<file path="src/rtl/io_tx_bridge.sv">
// io_tx_bridge: cpu-bus I/O decode (0x3xxxx), TX byte FIFO, rx/cycle-counter reads, halt.
// Ports: clk_in/rst_in, cpu bus (rdy_in, mem_a, mem_dout, mem_wr), io_dout/io_sel/io_buffer_full,
// tx_data/tx_valid/tx_ready, rx_data/rx_valid/rx_pop, halt, dbg_drop_cnt (IO_DROP_STAT_EN).
module io_tx_bridge #(
  parameter int DEPTH_LOG2  = 3,
  parameter int FULL_MARGIN = 2
) (
  input  logic        clk_in,
  input  logic        rst_in,
  input  logic        rdy_in,
  input  logic [31:0] mem_a,
  input  logic [7:0]  mem_dout,
  input  logic        mem_wr,
  output logic [7:0]  io_dout,
  output logic        io_sel,
  output logic        io_buffer_full,
  output logic [7:0]  tx_data,
  output logic        tx_valid,
  input  logic        tx_ready,
  input  logic [7:0]  rx_data,
  input  logic        rx_valid,
  output logic        rx_pop,
  output logic        halt,
  output logic [7:0]  dbg_drop_cnt
);

  localparam int DEPTH = 1 << DEPTH_LOG2;
  localparam int PW    = DEPTH_LOG2 + 1;
  localparam logic [PW-1:0] FULL_TH = PW'(DEPTH - FULL_MARGIN);
  localparam logic [PW-1:0] DEPTH_C = PW'(DEPTH);

  logic [7:0]    mem [DEPTH];
  logic [PW-1:0] wp, rp, count, count_nxt;
  logic [31:0]   cycle_cnt;
  logic          halt_pend;
  logic          io_acc, a_data, wr_data, wr_ctrl;
  logic          rd_data, rd_cnt;
  logic          push_req, push_ok, pop, full;
  logic [7:0]    push_byte, rd_byte;
  logic          unused_addr;

  assign unused_addr = ^mem_a[31:18];

  assign io_acc  = rdy_in & (mem_a[17:16] == 2'b11);
  assign a_data  = mem_a[15:0] == 16'h0000;
  assign wr_data = io_acc & mem_wr & a_data
                 & (mem_dout != 8'h00);
  assign wr_ctrl = io_acc & mem_wr
                 & (mem_a[15:0] == 16'h0004);
  assign rd_data = io_acc & ~mem_wr & a_data;
  assign rd_cnt  = io_acc & ~mem_wr
                 & (mem_a[15:2] == 14'h0001);

  assign push_req  = wr_data | wr_ctrl;
  assign push_byte = wr_ctrl ? 8'h00 : mem_dout;

  assign count    = wp - rp;
  assign full     = count == DEPTH_C;
  assign tx_valid = wp != rp;
  assign tx_data  = mem[rp[DEPTH_LOG2-1:0]];
  assign pop      = tx_valid & tx_ready;

  // a full FIFO still takes a byte when the head leaves in the same cycle
  assign push_ok   = push_req & ~halt_pend & (~full | pop);
  assign count_nxt = count + PW'(push_ok) - PW'(pop);

  assign rx_pop = rd_data & rx_valid;

  always_comb begin
    rd_byte = 8'h00;
    unique case (1'b1)
      rd_data: rd_byte = rx_valid ? rx_data : 8'h00;
      rd_cnt:  rd_byte = cycle_cnt[{mem_a[1:0], 3'b000} +: 8];
      default: rd_byte = 8'h00;
    endcase
  end

  always_ff @(posedge clk_in or negedge rst_in) begin
    if (!rst_in) begin
      wp             <= '0;
      rp             <= '0;
      cycle_cnt      <= '0;
      halt_pend      <= 1'b0;
      halt           <= 1'b0;
      io_buffer_full <= 1'b0;
      io_dout        <= 8'h00;
      io_sel         <= 1'b0;
    end else begin
      cycle_cnt <= cycle_cnt + 32'd1;
      if (push_ok) wp <= wp + PW'(1);
      if (pop)     rp <= rp + PW'(1);
      if (push_ok & wr_ctrl) halt_pend <= 1'b1;
      // only the sentinel can be a zero byte in the FIFO
      if (pop & (tx_data == 8'h00)) halt <= 1'b1;
      io_buffer_full <= count_nxt >= FULL_TH;
      io_sel <= io_acc;
      if (io_acc & ~mem_wr) io_dout <= rd_byte;
    end
  end

  always_ff @(posedge clk_in or negedge rst_in) begin
    if (!rst_in) begin
      for (int i = 0; i < DEPTH; i++) mem[i] <= 8'h00;
    end else if (push_ok) begin
      mem[wp[DEPTH_LOG2-1:0]] <= push_byte;
    end
  end

`ifdef IO_DROP_STAT_EN
  logic [7:0] drop_q;

  always_ff @(posedge clk_in or negedge rst_in) begin
    if (!rst_in) begin
      drop_q <= 8'h00;
    end else if (push_req & ~push_ok
                 & (push_byte != 8'h00)
                 & (drop_q != 8'hFF)) begin
      drop_q <= drop_q + 8'd1;
    end
  end

  assign dbg_drop_cnt = drop_q;
`else
  assign dbg_drop_cnt = 8'h00;
`endif

endmodule

</file>
<file path="config.mk">
export PLATFORM = sky130hd
export DESIGN_NAME = io_tx_bridge
export DESIGN_NICKNAME = d
export VERILOG_FILES = /design/src/rtl/io_tx_bridge.sv
export SDC_FILE = /design/constraint.sdc
export NUM_CORES = 1
export LEC_CHECK = 0
export ABC_AREA = 1
export CORE_MARGIN = 2
export CORE_UTILIZATION = 51
export DETAILED_ROUTE_END_ITERATION = 12
export HOLD_SLACK_MARGIN = 0.08
export PLACE_DENSITY = 0.77
export SLEW_MARGIN = 40
export SYNTH_ARGS = -nofsm -noshare
export SYNTH_HDL_FRONTEND = slang
export SYNTH_SLANG_ARGS = --single-unit
</file>
<file path="constraint.sdc">
create_clock -name clk_in -period 3.5 [get_ports clk_in]
set_input_delay 0.35 -clock clk_in [delete_from_list [all_inputs] [get_ports clk_in]]
set_output_delay 0.35 -clock clk_in [all_outputs]
set_load 0.005 [all_outputs]
</file>
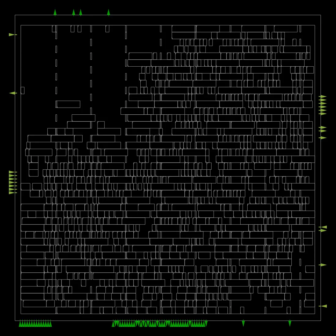
Figure 1: run 1, cell placement.
final std cells w/o fill: 1,146
Seq/total area: 35.24%
filler instances: 1,154
post-layout util: 61.95%
registers: 116

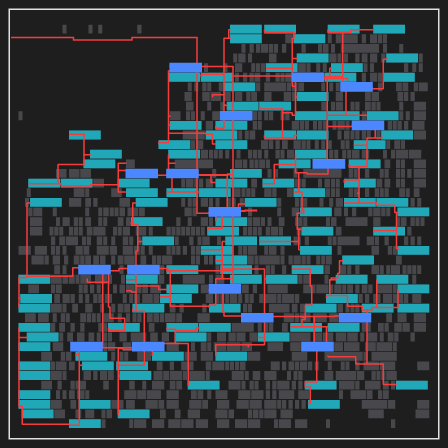
Figure 2: run 1, clock wires, drivers and flops.
cyan -> flip-flops  # count 116
red -> clock wires  # length 1,610 µm
blue -> cells driving clock nets  # count 17
routed clock nets = 18
flops lie = spread over the die

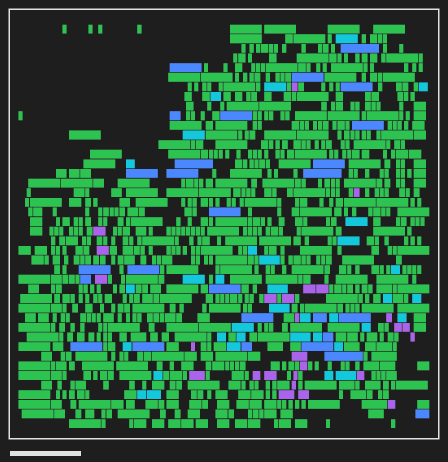
Figure 3: run 1, drive-strength map.
Bar = 20 µm.
green -> drive 1 or less  # cells 882, share 91%, most used nand2_1
cyan -> drive 3 to 4  # cells 35, share 3.6%, most used buf_4
blue -> drive 6 and up  # cells 27, share 2.8%, most used clkbuf_16
purple -> drive 2  # cells 26, share 2.7%, most used nor3_2

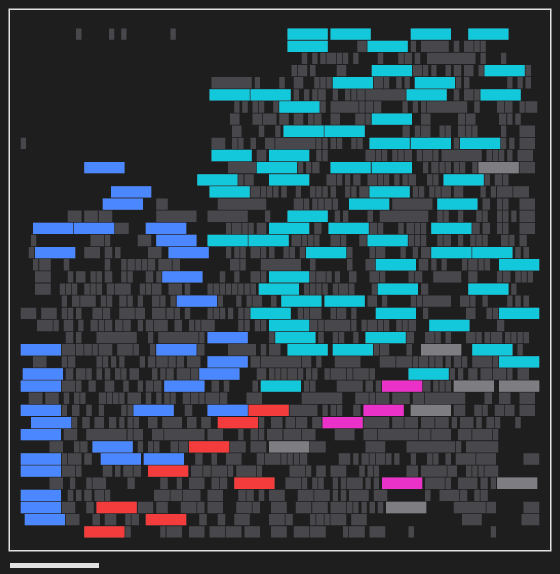
Figure 4: run 1, sequential cells grouped by signal name.
Bar = 20 µm. Other sequential cells in the stronger gray, the rest of the logic in the fainter gray.
cyan -> `mem`  # sequential cells 64
magenta -> `wp`  # sequential cells 4
blue -> `cycle_cnt`  # sequential cells 32
red -> `io_dout`  # sequential cells 8
not colored = 8
Power Sequential: 0.00139 W
storage element area: 2903 µm²

==> impl_metrics.py, run 1 <==
# Auto-generated metrics
metrics = {
    "synthesis": {
        "ys_seq_share_pct": 41.57,
        "netlist_area_um2": 6983,
        "ys_warn_count": 0,
        "synthCells": 897,
        "xor_share_pct": 4.515,
        "ff_type": "dfrtp_1",
        "yosys.area_share.simple_pct": 37.68,
        "mux_share_pct": 0,
        "edf_count": 0,
        "synthAdderAreaFrac_pct": 2.544,
        "topCellsByArea": "dfrtp_1 (42%), nand2_1 (16%), nand4_1 (7.1%)",
        "async_flop_share_pct": 100.0,
        "synthDistinctLibCells": 41,
        "top_cell_area_share_pct": 41.57,
        "ys_sh_aoi_pct": 3.691,
        "ys_seq_elements": 116,
        "synthTopLogicFamily": "simple AND/OR/NAND/NOR gates",
        "synth_area_leader_cell": "dfrtp_1",
    },
    "setup_path": {
        "r2r-end": "io_buffer_full",
        "r2r.worst_path.cells": 17,
        "critPathCaptureType": "flip-flop",
        "cp_slowest_stage_delay_ns": 0.44,
        "cp-start-kind": "flip-flop",
        "critPathKind": "reg -> reg",
        "reg2reg_from": "wp[0]",
        "cp_max_fo": 6,
        "critPathRequiredTime_ns": 3.81,
        "startpoint": "wp[0]",
        "crit_end": "io_buffer_full",
    },
    "cts": {
        "insertion_delay_ns": 0.42,
        "cts.sinks": 116,
        "cts_hold_buf": 1,
        "cts_tree": "built",
        "cts.clk_slew.worst_paths_ns": 0.06,
        "cts.path.max_buffers": 2,
        "cts_root_buf": "clkbuf_16",
        "cts_resized": 0,
        "postCtsSetupBuffers": 0,
        "cts_buffers": 17,
        "htreeDepth": 4,
    },
    "finish": {
        "diodes": 0,
        "largest_reg_flops": 64,
        "clock_buffers": 17,
        "layout.nets": 1024,
        "largest_class": "combinational gates",
        "clock_cell_area_share_pct": 7.641,
        "drive_gt1_share_pct": 9.072,
        "largest-register": "mem",
        "reg_top3": "mem x64, cycle_cnt x32, io_dout x8",
        "lay_top_cells": "nand2_1 (305), dfrtp_1 (116), nand4_1 (79), inv_1 (78), nor2_1 (65)",
        "comb_area_share_pct": 41.52,
        "inv_count": 86,
        "layout.cells.most_common": "nand2_1",
        "syn2layout_area_growth_pct": 17.95,
        "layout.nonclk_buf_share_pct": 8.932,
        "fin_area_um2": 8237,
    },
    "power_and_ir_drop": {
        "peakVddDrop_mv": 0.3118,
        "netSwitchingFraction_pct": 33.06,
        "powerDensity_nw_per_um2": 564.3,
        "p_comb_w": 0.00139,
        "seq_power_share_pct": 30.0,
        "p_comb_share_pct": 30.0,
        "p_int_w": 0.003111,
        "p_leak_nw": 4.004,
        "maxPowerGroup": "clock",
        "clock_net_power_w": 0.00186,
    },
    "placed_design": {
        "dpl_cell_area_um2": 7591,
        "gp_congestion": 0.9658,
        "place_ws_ns": 0.1557,
        "io_buffers": 60,
        "dp.cells": 1113,
    },
    "timing": {
        "finalClockSkew_ns": 0.007751,
        "rsz0062_at_grt": "no",
        "layout_setup_ws_ns": 0.1918,
        "finalSetupViolations": 0,
        "fin_tns_setup_ns": 0,
        "hold_viol": 0,
        "slew_headroom_pct": 40.52,
        "fin_hold_ws_ns": 0.4635,
        "fin_crit_ns": 3.308,
        "drv_slew": 0,
    },
    "floorplanning": {
        "initial_utilization_pct": 52.52,
        "die_area_um2": 14640,
        "fp.dieH_um": 121.0,
        "core_area_um2": 13300,
        "io-pin-count": 83,
        "fp.dieW_um": 121.0,
        "placementRows": 42,
    },
    "drt": {
        "remaining_drc_errors": 0,
        "via_per_inst": 5.579,
        "wl_per_cell_um": 16.11,
        "vias": 6394,
        "met3_length_um": 1351,
        "dr.max_layer_used": "met4",
        "drt_iter0_drc": 542,
        "ant_nets": 0,
    },
    "hold_path": {
        "worstHoldStart": "halt",
        "whs_endpoint": "halt",
        "hold_path_depth": 2,
        "min_path_type": "reg -> reg",
    },
    "global_routing": {
        "met1_usage_pct": 35.00,
        "grt_max_degree": 75,
        "grt-busiest-layer": "met2",
        "grt_util_all_layers_pct": 27.12,
        "grt_pass1_wl_um": 30900,
        "grt_overflow": 0,
        "antenna_found_initial": 0,
        "use_met2_pct": 43.61,
        "grtUsageMet3_pct": 6.673,
        "grt_pass1_vias": 6239,
    },
    "flow_run": {
        "warnings": 41,
    },
    "status": {
        "status": "complete, no violations",
    },
}
--- run 2 (diff from run 1) ---
- CAP_MARGIN: default -> 10
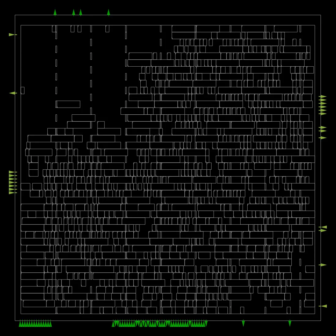
Figure 5: run 2, cell placement.
Well Taps: 176
Rows: 42
core area: 13,300 µm²

==> impl_metrics.py, run 2 <==
# Auto-generated metrics
metrics = {
    "synthesis": {
        "synth_area_leader_cell": "dfrtp_1",
        "synthCells": 897,
        "ys_seq_share_pct": 41.57,
        "async_flop_share_pct": 100.0,
        "ys_sh_aoi_pct": 3.691,
        "ff_type": "dfrtp_1",
        "synthDistinctLibCells": 41,
        "ys_warn_count": 0,
        "ys_seq_elements": 116,
        "mux_share_pct": 0,
        "yosys.area_share.simple_pct": 37.68,
    },
    "floorplanning": {
        "io-pin-count": 83,
        "die_area_um2": 14640,
        "fp.dieH_um": 121.0,
        "initial_utilization_pct": 52.52,
    },
    "global_routing": {
        "grt-busiest-layer": "met2",
        "use_met2_pct": 43.61,
        "grtUsageMet3_pct": 6.673,
        "met1_usage_pct": 35.00,
        "grt_pass1_wl_um": 30900,
        "grt_pass1_vias": 6239,
    },
    "placed_design": {
        "dpl_cell_area_um2": 7591,
        "io_buffers": 60,
        "dp.cells": 1113,
        "place_ws_ns": 0.1557,
    },
    "finish": {
        "reg_top3": "mem x64, cycle_cnt x32, io_dout x8",
        "comb_area_share_pct": 41.52,
        "stdcell_count": 1146,
        "utilization_pct": 61.95,
        "largest-register": "mem",
        "clock_cell_area_share_pct": 7.641,
        "largest_class": "combinational gates",
        "seqCellArea_um2": 2903,
        "n_fill_cell": 1154,
        "lay_top_cells": "nand2_1 (305), dfrtp_1 (116), nand4_1 (79), inv_1 (78), nor2_1 (65)",
        "seq_area_share_pct": 35.24,
        "flop-count": 116,
    },
    "status": {
        "status": "complete, no violations",
    },
    "power_and_ir_drop": {
        "p_leak_nw": 4.004,
        "maxPowerGroup": "clock",
        "netSwitchingFraction_pct": 33.06,
        "seq_power_share_pct": 30.0,
        "p_comb_w": 0.00139,
    },
    "cts": {
        "insertion_delay_ns": 0.42,
        "cts.clk_slew.worst_paths_ns": 0.06,
        "postCtsSetupBuffers": 0,
        "cts.sinks": 116,
        "cts_hold_buf": 1,
    },
    "flow_run": {
        "warnings": 41,
    },
    "setup_path": {
        "cp_max_fo": 6,
        "cp_slowest_stage_delay_ns": 0.44,
        "crit_end": "io_buffer_full",
        "critPathKind": "reg -> reg",
    },
    "hold_path": {
        "hold_path_depth": 2,
        "whs_endpoint": "halt",
    },
    "timing": {
        "fin_tns_setup_ns": 0,
        "rsz0062_at_grt": "no",
        "fin_crit_ns": 3.308,
        "drv_slew": 0,
    },
    "drt": {
        "met3_length_um": 1351,
        "dr.max_layer_used": "met4",
        "wl_per_cell_um": 16.11,
    },
}
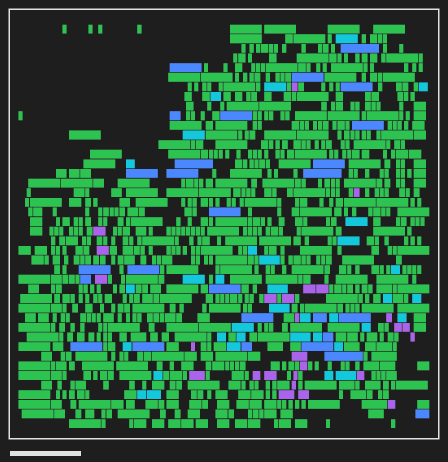
Figure 6: run 2, drive-strength map.
Bar = 20 µm.
purple -> drive 2  # cells 26, share 2.7%, most used nor3_2
cyan -> drive 3 to 4  # cells 35, share 3.6%, most used buf_4
green -> drive 1 or less  # cells 882, share 91%, most used nand2_1
blue -> drive 6 and up  # cells 27, share 2.8%, most used clkbuf_16
post-route cell area: 8237 µm²
final worst slack: 0.1918 ns
Buffers, non-clock: 77
area delta synth->final: 17.95%

--- run 3 (diff from run 2) ---
- MAX_ROUTING_LAYER: default -> met4
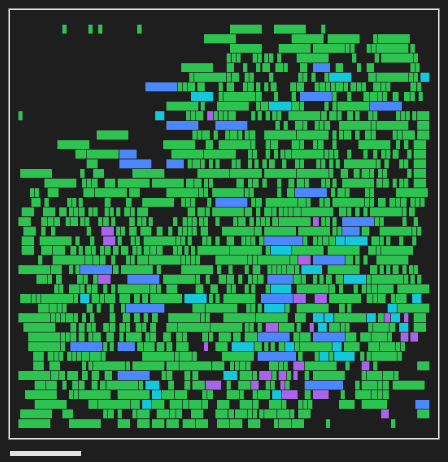
Figure 7: run 3, drive-strength map.
Bar = 20 µm.
blue -> drive 6 and up  # cells 28, share 2.9%, most used clkbuf_16
cyan -> drive 3 to 4  # cells 32, share 3.3%, most used buf_4
purple -> drive 2  # cells 26, share 2.7%, most used nor3_2
green -> drive 1 or less  # cells 884, share 91%, most used nand2_1
post-route cell area: 8263 µm²
area delta synth->final: 18.33%

==> impl_metrics.py, run 3 <==
# Auto-generated metrics
metrics = {
    "setup_path": {
        "critPathRequiredTime_ns": 3.80,
        "critPathKind": "reg -> reg",
        "r2r-end": "io_buffer_full",
        "reg2reg_from": "wp[0]",
        "r2r_setup_slack_ns": 0.18,
        "cp_slowest_stage_delay_ns": 0.44,
        "critPathCaptureType": "flip-flop",
        "cp-start-kind": "flip-flop",
        "cp_max_fo": 6,
        "crit_end": "io_buffer_full",
        "startpoint": "wp[0]",
    },
    "finish": {
        "comb_area_share_pct": 41.38,
        "reg_top3": "mem x64, cycle_cnt x32, io_dout x8",
        "seq_area_share_pct": 35.13,
        "flop-count": 116,
        "largest-register": "mem",
        "layout.nets": 1024,
        "nonClockBufferCount": 77,
        "inv_count": 86,
        "n_fill_cell": 1172,
        "utilization_pct": 62.15,
        "seqCellArea_um2": 2903,
        "clock_cell_area_share_pct": 7.829,
        "largest_class": "combinational gates",
        "clock_buffers": 24,
        "lay_top_cells": "nand2_1 (305), dfrtp_1 (116), nand4_1 (79), inv_1 (78), nor2_1 (65)",
        "layout.cells.most_common": "nand2_1",
    },
    "placed_design": {
        "gp_congestion": 0.9650,
        "dp.cells": 1113,
        "place_ws_ns": 0.1327,
        "io_buffers": 60,
        "dpl_cell_area_um2": 7595,
    },
    "cts": {
        "htreeDepth": 4,
        "cts.sinks": 116,
        "cts_buffers": 17,
        "cts.clk_slew.worst_paths_ns": 0.05,
        "cts_resized": 0,
        "cts_root_buf": "clkbuf_16",
        "cts_tree": "built",
        "cts_hold_buf": 1,
        "insertion_delay_ns": 0.41,
        "postCtsSetupBuffers": 0,
    },
    "synthesis": {
        "yosys.area_share.simple_pct": 37.68,
        "ys_seq_share_pct": 41.57,
        "ys_seq_elements": 116,
        "async_flop_share_pct": 100.0,
        "edf_count": 0,
        "xor_share_pct": 4.515,
        "top_cell_area_share_pct": 41.57,
        "ff_type": "dfrtp_1",
        "synth_area_leader_cell": "dfrtp_1",
        "ys_sh_aoi_pct": 3.691,
        "mux_share_pct": 0,
        "ys_warn_count": 0,
        "netlist_area_um2": 6983,
        "ys_cells": 897,
        "synthTopLogicFamily": "simple AND/OR/NAND/NOR gates",
    },
    "floorplanning": {
        "fp.dieW_um": 121.0,
        "initial_utilization_pct": 52.52,
        "core_area_um2": 13300,
        "placementRows": 42,
        "io-pin-count": 83,
        "tapCellCount": 176,
        "fp.dieH_um": 121.0,
        "die_area_um2": 14640,
    },
    "global_routing": {
        "grt_max_degree": 63,
        "grt_pass1_wl_um": 31100,
        "grt_overflow": 0,
        "grt_util_all_layers_pct": 27.93,
        "grtUsageMet3_pct": 5.216,
        "use_met2_pct": 43.50,
        "antenna_found_initial": 0,
        "grt_pass1_vias": 6140,
        "met1_usage_pct": 36.46,
        "grt-busiest-layer": "met2",
    },
    "hold_path": {
        "whs_endpoint": "halt",
        "worstHoldStart": "halt",
        "min_path_type": "reg -> reg",
        "hold_path_depth": 2,
    },
    "timing": {
        "fin_crit_ns": 3.319,
        "hold_viol": 0,
        "rsz0062_at_grt": "no",
        "fin_tns_setup_ns": 0,
        "finalSetupViolations": 0,
        "finalClockSkew_ns": 0.005835,
        "layout_setup_ws_ns": 0.1808,
        "drv_slew": 0,
        "clock.fmax_ghz": 0.3013,
        "slew_headroom_pct": 45.75,
        "fin_hold_ws_ns": 0.4677,
    },
    "power_and_ir_drop": {
        "maxPowerGroup": "clock",
        "peakVddDrop_mv": 0.3398,
        "powerDensity_nw_per_um2": 566.2,
        "seq_power_share_pct": 29.8,
        "pg_seq_w": 0.00140,
        "netSwitchingFraction_pct": 31.55,
        "clock_net_power_w": 0.00189,
        "p_comb_share_pct": 29.7,
        "p_leak_nw": 4.025,
        "p_comb_w": 0.00139,
    },
    "status": {
        "status": "complete, no violations",
    },
    "drt": {
        "drt_iter0_drc": 593,
        "dr.max_layer_used": "met4",
        "ant_nets": 0,
        "wl_per_cell_um": 16.02,
        "remaining_drc_errors": 0,
        "vias": 6316,
    },
    "flow_run": {
        "warnings": 41,
    },
}
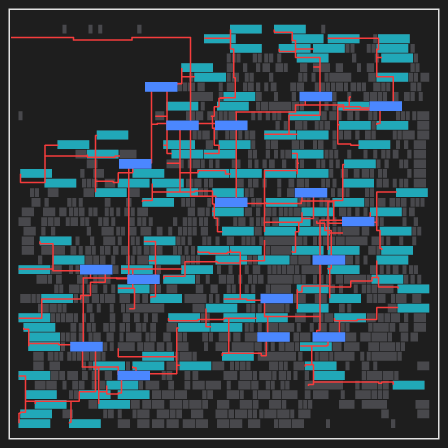
Figure 8: run 3, clock wires, drivers and flops.
blue -> cells driving clock nets  # count 17
red -> clock wires  # length 1,590 µm
cyan -> flip-flops  # count 116
flops lie = spread over the die

Power and IR drop assume default switching activity.
